Fig. 1: signal wires on met1
Scale: 2 px per um. Supply wires on this layer in gray.
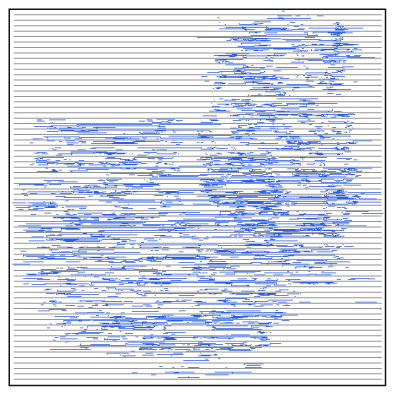
Fig. 2: met2 routing
Scale: 1.5 px per um. Cells faint in the background.
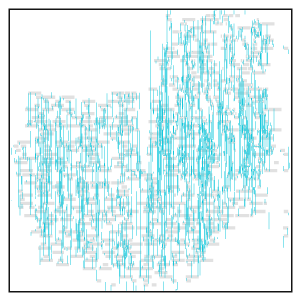
Fig. 3: the metal 3 layer
Scale: 2 px per um.
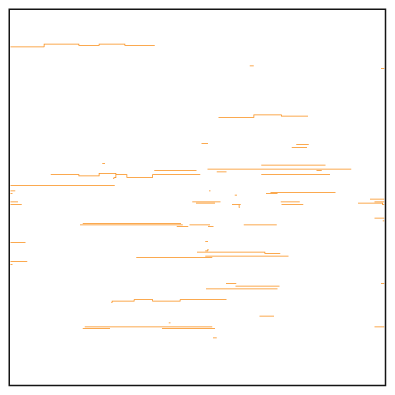
`src/rtl/reorder_buffer_pkg.sv`:
```
// Shared types for the reorder buffer: rename/execute interface records,
// entry layout and the branch-tracking state encoding.
package reorder_buffer_pkg;

    localparam int ROB_DEPTH = 16;
    localparam int PREG_W    = 7;

    typedef struct packed {
        logic              valid;
        logic [PREG_W-1:0] idx;
    } rd_t;

    typedef struct packed {
        logic valid;
        rd_t  rd;
        logic is_branch;
    } rinstr_t;

    typedef struct packed {
        logic              valid;
        logic [PREG_W-1:0] idx;
        logic              ready;
    } p_reg_t;

    typedef struct packed {
        logic valid;
        logic hit;
    } br_result_t;

    typedef struct packed {
        logic valid;
        logic done;
        rd_t  rd;
        logic is_branch;
    } rob_entry_t;

    typedef enum logic {
        BR_IDLE    = 1'b0,
        BR_PENDING = 1'b1
    } br_state_t;

endpackage

```
`src/rtl/reorder_buffer_if.sv`:
```
// Rename/execute-facing bundle of the reorder buffer; master drives
// instructions, writebacks and branch results, slave is the buffer itself.
interface reorder_buffer_if
    import reorder_buffer_pkg::*;
#(
    parameter int TAG_W = 4
);
    rinstr_t           rinstr_i;
    br_result_t        br_result_i;
    logic              wb_valid_i;
    logic [TAG_W-1:0]  wb_tag_i;
    logic [TAG_W-1:0]  alloc_tag_o;
    logic              rob_full_o;
    logic              rob_empty_o;
    p_reg_t            p_commit_o;

    modport master (
        output rinstr_i, br_result_i, wb_valid_i, wb_tag_i,
        input  alloc_tag_o, rob_full_o, rob_empty_o, p_commit_o
    );

    modport slave (
        input  rinstr_i, br_result_i, wb_valid_i, wb_tag_i,
        output alloc_tag_o, rob_full_o, rob_empty_o, p_commit_o
    );
endinterface

```
`src/rtl/rob_ptr.sv`:
```
// Head/tail/occupancy bookkeeping for the reorder buffer, including the
// tail reload and occupancy recompute on a mispredict flush.
module rob_ptr #(
    parameter int DEPTH = 16,
    parameter int TAG_W = $clog2(DEPTH)
) (
    input  logic             clk_i,
    input  logic             rst_i,
    input  logic             alloc,
    input  logic             commit,
    input  logic             flush,
    input  logic [TAG_W-1:0] flush_tail,
    output logic [TAG_W-1:0] head,
    output logic [TAG_W-1:0] tail,
    output logic [TAG_W:0]   count
);

    // Entries dropped by a flush; never DEPTH, since the branch itself stays.
    logic [TAG_W-1:0] flush_span;
    assign flush_span = tail - flush_tail;

    always_ff @(posedge clk_i or posedge rst_i) begin
        if (rst_i) begin
            head  <= '0;
            tail  <= '0;
            count <= '0;
        end else begin
            head <= head + TAG_W'(commit);
            if (flush) begin
                tail  <= flush_tail;
                count <= count - (TAG_W+1)'(commit) - {1'b0, flush_span};
            end else begin
                tail  <= tail + TAG_W'(alloc);
                count <= count + (TAG_W+1)'(alloc) - (TAG_W+1)'(commit);
            end
        end
    end

endmodule

```
`src/rtl/reorder_buffer.sv`:
```
// In-order retirement buffer: allocates tags to renamed instructions, records
// writebacks, commits the head in program order and squashes on mispredict.
//
//   state      | meaning
//   BR_IDLE    | no unresolved branch in flight
//   BR_PENDING | one branch allocated, br_tail marks the first younger slot
module reorder_buffer
    import reorder_buffer_pkg::*;
#(
    parameter int DEPTH = ROB_DEPTH,
    parameter int TAG_W = $clog2(DEPTH)
) (
    input  logic            clk_i,
    input  logic            rst_i,
    reorder_buffer_if.slave bus
);

    rob_entry_t       entries [DEPTH];
    logic [TAG_W-1:0] head, tail, br_tail;
    logic [TAG_W:0]   count;
    logic [TAG_W-1:0] flush_span;
    logic [DEPTH-1:0] kill;
    br_state_t        state, state_nxt;
    p_reg_t           p_commit;
    logic             full, resolve, flush_en, alloc_en, commit_en;

    assign full      = count == (TAG_W+1)'(DEPTH);
    assign resolve   = bus.br_result_i.valid && (state == BR_PENDING);
    assign flush_en  = resolve && !bus.br_result_i.hit;
    assign alloc_en  = bus.rinstr_i.valid && !full && !flush_en;
    assign commit_en = entries[head].valid && entries[head].done;

    rob_ptr #(.DEPTH(DEPTH), .TAG_W(TAG_W)) u_ptr (
        .clk_i      (clk_i),
        .rst_i      (rst_i),
        .alloc      (alloc_en),
        .commit     (commit_en),
        .flush      (flush_en),
        .flush_tail (br_tail),
        .head       (head),
        .tail       (tail),
        .count      (count)
    );

    always_comb begin
        state_nxt = state;
        case (state)
            BR_IDLE:    if (alloc_en && bus.rinstr_i.is_branch) state_nxt = BR_PENDING;
            BR_PENDING: begin
                if (alloc_en && bus.rinstr_i.is_branch) state_nxt = BR_PENDING;
                else if (bus.br_result_i.valid)         state_nxt = BR_IDLE;
            end
            default:    state_nxt = BR_IDLE;
        endcase
    end

    always_ff @(posedge clk_i or posedge rst_i) begin
        if (rst_i) begin
            state   <= BR_IDLE;
            br_tail <= '0;
        end else begin
            state <= state_nxt;
            if (alloc_en && bus.rinstr_i.is_branch) br_tail <= tail + 1'b1;
        end
    end

    // Wrong-path window is [br_tail, tail), measured as an offset from br_tail.
    assign flush_span = tail - br_tail;
    always_comb begin
        kill = '0;
        for (int i = 0; i < DEPTH; i++)
            kill[i] = flush_en && ((TAG_W'(i) - br_tail) < flush_span);
    end

    always_ff @(posedge clk_i or posedge rst_i) begin
        if (rst_i) begin
            for (int i = 0; i < DEPTH; i++) entries[i] <= '0;
        end else begin
            for (int i = 0; i < DEPTH; i++) begin
                if (kill[i]) begin
                    entries[i].valid <= 1'b0;
                end else begin
                    if (commit_en && TAG_W'(i) == head) entries[i].valid <= 1'b0;
                    if (bus.wb_valid_i && TAG_W'(i) == bus.wb_tag_i && entries[i].valid)
                        entries[i].done <= 1'b1;
                end
                if (alloc_en && TAG_W'(i) == tail)
                    entries[i] <= '{valid: 1'b1, done: 1'b0, rd: bus.rinstr_i.rd,
                                    is_branch: bus.rinstr_i.is_branch};
            end
        end
    end

    always_ff @(posedge clk_i or posedge rst_i) begin
        if (rst_i)          p_commit <= '0;
        else if (commit_en) p_commit <= '{valid: entries[head].rd.valid,
                                          idx: entries[head].rd.idx, ready: 1'b1};
        else                p_commit <= '0;
    end

    assign bus.alloc_tag_o = tail;
    assign bus.rob_full_o  = full;
    assign bus.rob_empty_o = count == '0;
    assign bus.p_commit_o  = p_commit;

    // Only one branch may be unresolved; a second one is legal only as the
    // pending branch resolves correctly in the same cycle.
    assert property (@(posedge clk_i) disable iff (rst_i)
        !(state == BR_PENDING && alloc_en && bus.rinstr_i.is_branch && !bus.br_result_i.valid));

    assert property (@(posedge clk_i) disable iff (rst_i)
        (state == BR_PENDING && head == br_tail - 1'b1 && entries[head].valid)
            |-> entries[head].is_branch);

endmodule

```
`src/flat_wrapper.sv`:
```
// flat-port wrapper written by rule: the top's interface ports become plain ports
module reorder_buffer_flat import reorder_buffer_pkg::*;
#(
    parameter int DEPTH = ROB_DEPTH,
    parameter int TAG_W = $clog2(DEPTH)
)
  (clk_i, rst_i, bus_rinstr_i, bus_br_result_i, bus_wb_valid_i, bus_wb_tag_i, bus_alloc_tag_o, bus_rob_full_o, bus_rob_empty_o, bus_p_commit_o);
  reorder_buffer_if #(.TAG_W(TAG_W)) bus_i ();
  input  logic clk_i;
  input  logic rst_i;
  input wire logic [$bits(bus_i.rinstr_i)-1:0] bus_rinstr_i;
  input wire logic [$bits(bus_i.br_result_i)-1:0] bus_br_result_i;
  input wire logic [$bits(bus_i.wb_valid_i)-1:0] bus_wb_valid_i;
  input wire logic [$bits(bus_i.wb_tag_i)-1:0] bus_wb_tag_i;
  output wire logic [$bits(bus_i.alloc_tag_o)-1:0] bus_alloc_tag_o;
  output wire logic [$bits(bus_i.rob_full_o)-1:0] bus_rob_full_o;
  output wire logic [$bits(bus_i.rob_empty_o)-1:0] bus_rob_empty_o;
  output wire logic [$bits(bus_i.p_commit_o)-1:0] bus_p_commit_o;
  assign bus_i.rinstr_i = bus_rinstr_i;
  assign bus_i.br_result_i = bus_br_result_i;
  assign bus_i.wb_valid_i = bus_wb_valid_i;
  assign bus_i.wb_tag_i = bus_wb_tag_i;
  assign bus_alloc_tag_o = bus_i.alloc_tag_o;
  assign bus_rob_full_o = bus_i.rob_full_o;
  assign bus_rob_empty_o = bus_i.rob_empty_o;
  assign bus_p_commit_o = bus_i.p_commit_o;
  reorder_buffer #(.DEPTH(DEPTH), .TAG_W(TAG_W)) u_core (.clk_i(clk_i), .rst_i(rst_i), .bus(bus_i));
endmodule
```
`config.mk`:
```
export PLATFORM = sky130hd
export DESIGN_NAME = reorder_buffer_flat
export DESIGN_NICKNAME = d
export VERILOG_FILES = /design/src/rtl/reorder_buffer_pkg.sv /design/src/rtl/reorder_buffer_if.sv /design/src/rtl/rob_ptr.sv /design/src/rtl/reorder_buffer.sv /design/src/flat_wrapper.sv
export SDC_FILE = /design/constraint.sdc
export NUM_CORES = 1
export LEC_CHECK = 0
export CORE_MARGIN = 1.5
export CORE_UTILIZATION = 30
export CTS_CLUSTER_SIZE = 28
export DETAILED_ROUTE_END_ITERATION = 10
export PLACE_DENSITY = 0.48
export SYNTH_ARGS = -nofsm -noshare
export SYNTH_HDL_FRONTEND = slang
export SYNTH_SLANG_ARGS = --single-unit
export TNS_END_PERCENT = 1
```
`constraint.sdc`:
```
create_clock -name clk_i -period 16.7 [get_ports clk_i]
set_clock_uncertainty 0.1 [all_clocks]
set_input_delay 1.67 -clock clk_i [delete_from_list [all_inputs] [get_ports clk_i]]
set_output_delay 1.67 -clock clk_i [all_outputs]
set_load 0.005 [all_outputs]
```
==> impl_metrics.py <==
# Synthesis and PnR figures
metrics = {
    "power_and_ir_drop": {
        "pwr-share-clk_pct": 16.6,
        "p_per_area_mw_per_mm2": 213.0,
        "power_w": 0.002448,
    },
    "layout": {
        "layout-drive-gt1-share_pct": 19.00,
        "final_cell_mix": "dfrtp_1 (184), mux2_1 (72), mux2_2 (59), ha_1 (55), inv_1 (39)",
        "nets": 903,
        "fin_util_pct": 34.27,
        "finish.instance_area_mm2": 0.01149,
        "regMostFlops": "u_core.entries",
    },
    "hold_path": {
        "hold_class": "flip-flop to flip-flop",
        "worstHoldPathCells": 1,
    },
    "placement": {
        "place_congestion": 0.8216,
        "dp_hpwl_mm": 16.39,
    },
    "clock_network": {
        "clk_pin_slew_ns": 0.08,
        "cts_tree": "yes",
        "cts-buffers-inserted": 17,
    },
    "critical_path": {
        "r2r_setup_slack_ns": 11.98,
        "cp_num_buf_inv": 5,
        "max_stage_delay_ns": 0.84,
    },
    "timing": {
        "tns_ns": 0,
        "timing.final.crit_period_ns": 5.017,
        "hold_violations": 0,
        "period_used_pct": 30.04,
    },
    "floorplan": {
        "fp.dieH_um": 187.4,
        "die_area_mm2": 0.03511,
    },
    "route": {
        "first_pass_iters": 5,
        "drtAntennaViolNets": 0,
        "wirelength_mm": 25.71,
        "via_per_inst": 5.012,
        "route.met2.wl_mm": 12.45,
        "dr_wl_met3_mm": 1.084,
    },
    "synth": {
        "ys.flop_type": "dfrtp_1",
        "fp_nets": 889,
        "ys_seq_share_pct": 45.89,
        "synth_cell_types": 66,
    },
    "grt": {
        "grtUsageTotal_pct": 15.43,
        "grt_pass1_vias": 6799,
    },
    "run_status": {
        "status": "finished clean",
    },
}
## Picture notes: Fig. 1
839 nets have wire on it. The layer holds 46% of the routed length.

## Picture notes: Fig. 2
The layer carries 12,500 um of wire. The wires run mostly vertical.

## Picture notes: Fig. 3
The longest straight run is 71.5 um. The layer holds 4.2% of the routed length. 43 nets have wire on it.

-- through the flow --
step | setup WS (ns) | cells | hold slack, ns
finish | 11.68 | 1286 | 0.3898
global route | 11.39 | 1285 | 0.4022
CTS | 11.66 | 1285 | 0.3922
detailed placement | 11.19 | 1253 | 0.3753
global placement | 11.22 | 1253 | 0.3682
floorplan | 9.845 | 810 | 0.3565
-- cell type report --
class | count | area [um2]
Multi-Input combinational cell | 539 | 5132
Fill cell | 3354 | 22040
Clock inverter | 13 | 127.6
Antenna cell | 1 | 2.502
Timing Repair Buffer | 38 | 367.9
Inverter | 41 | 161.4
Sequential cell | 187 | 4686
Tap cell | 448 | 560.5
Clock buffer | 19 | 452.9
Power and IR drop assume default switching activity.
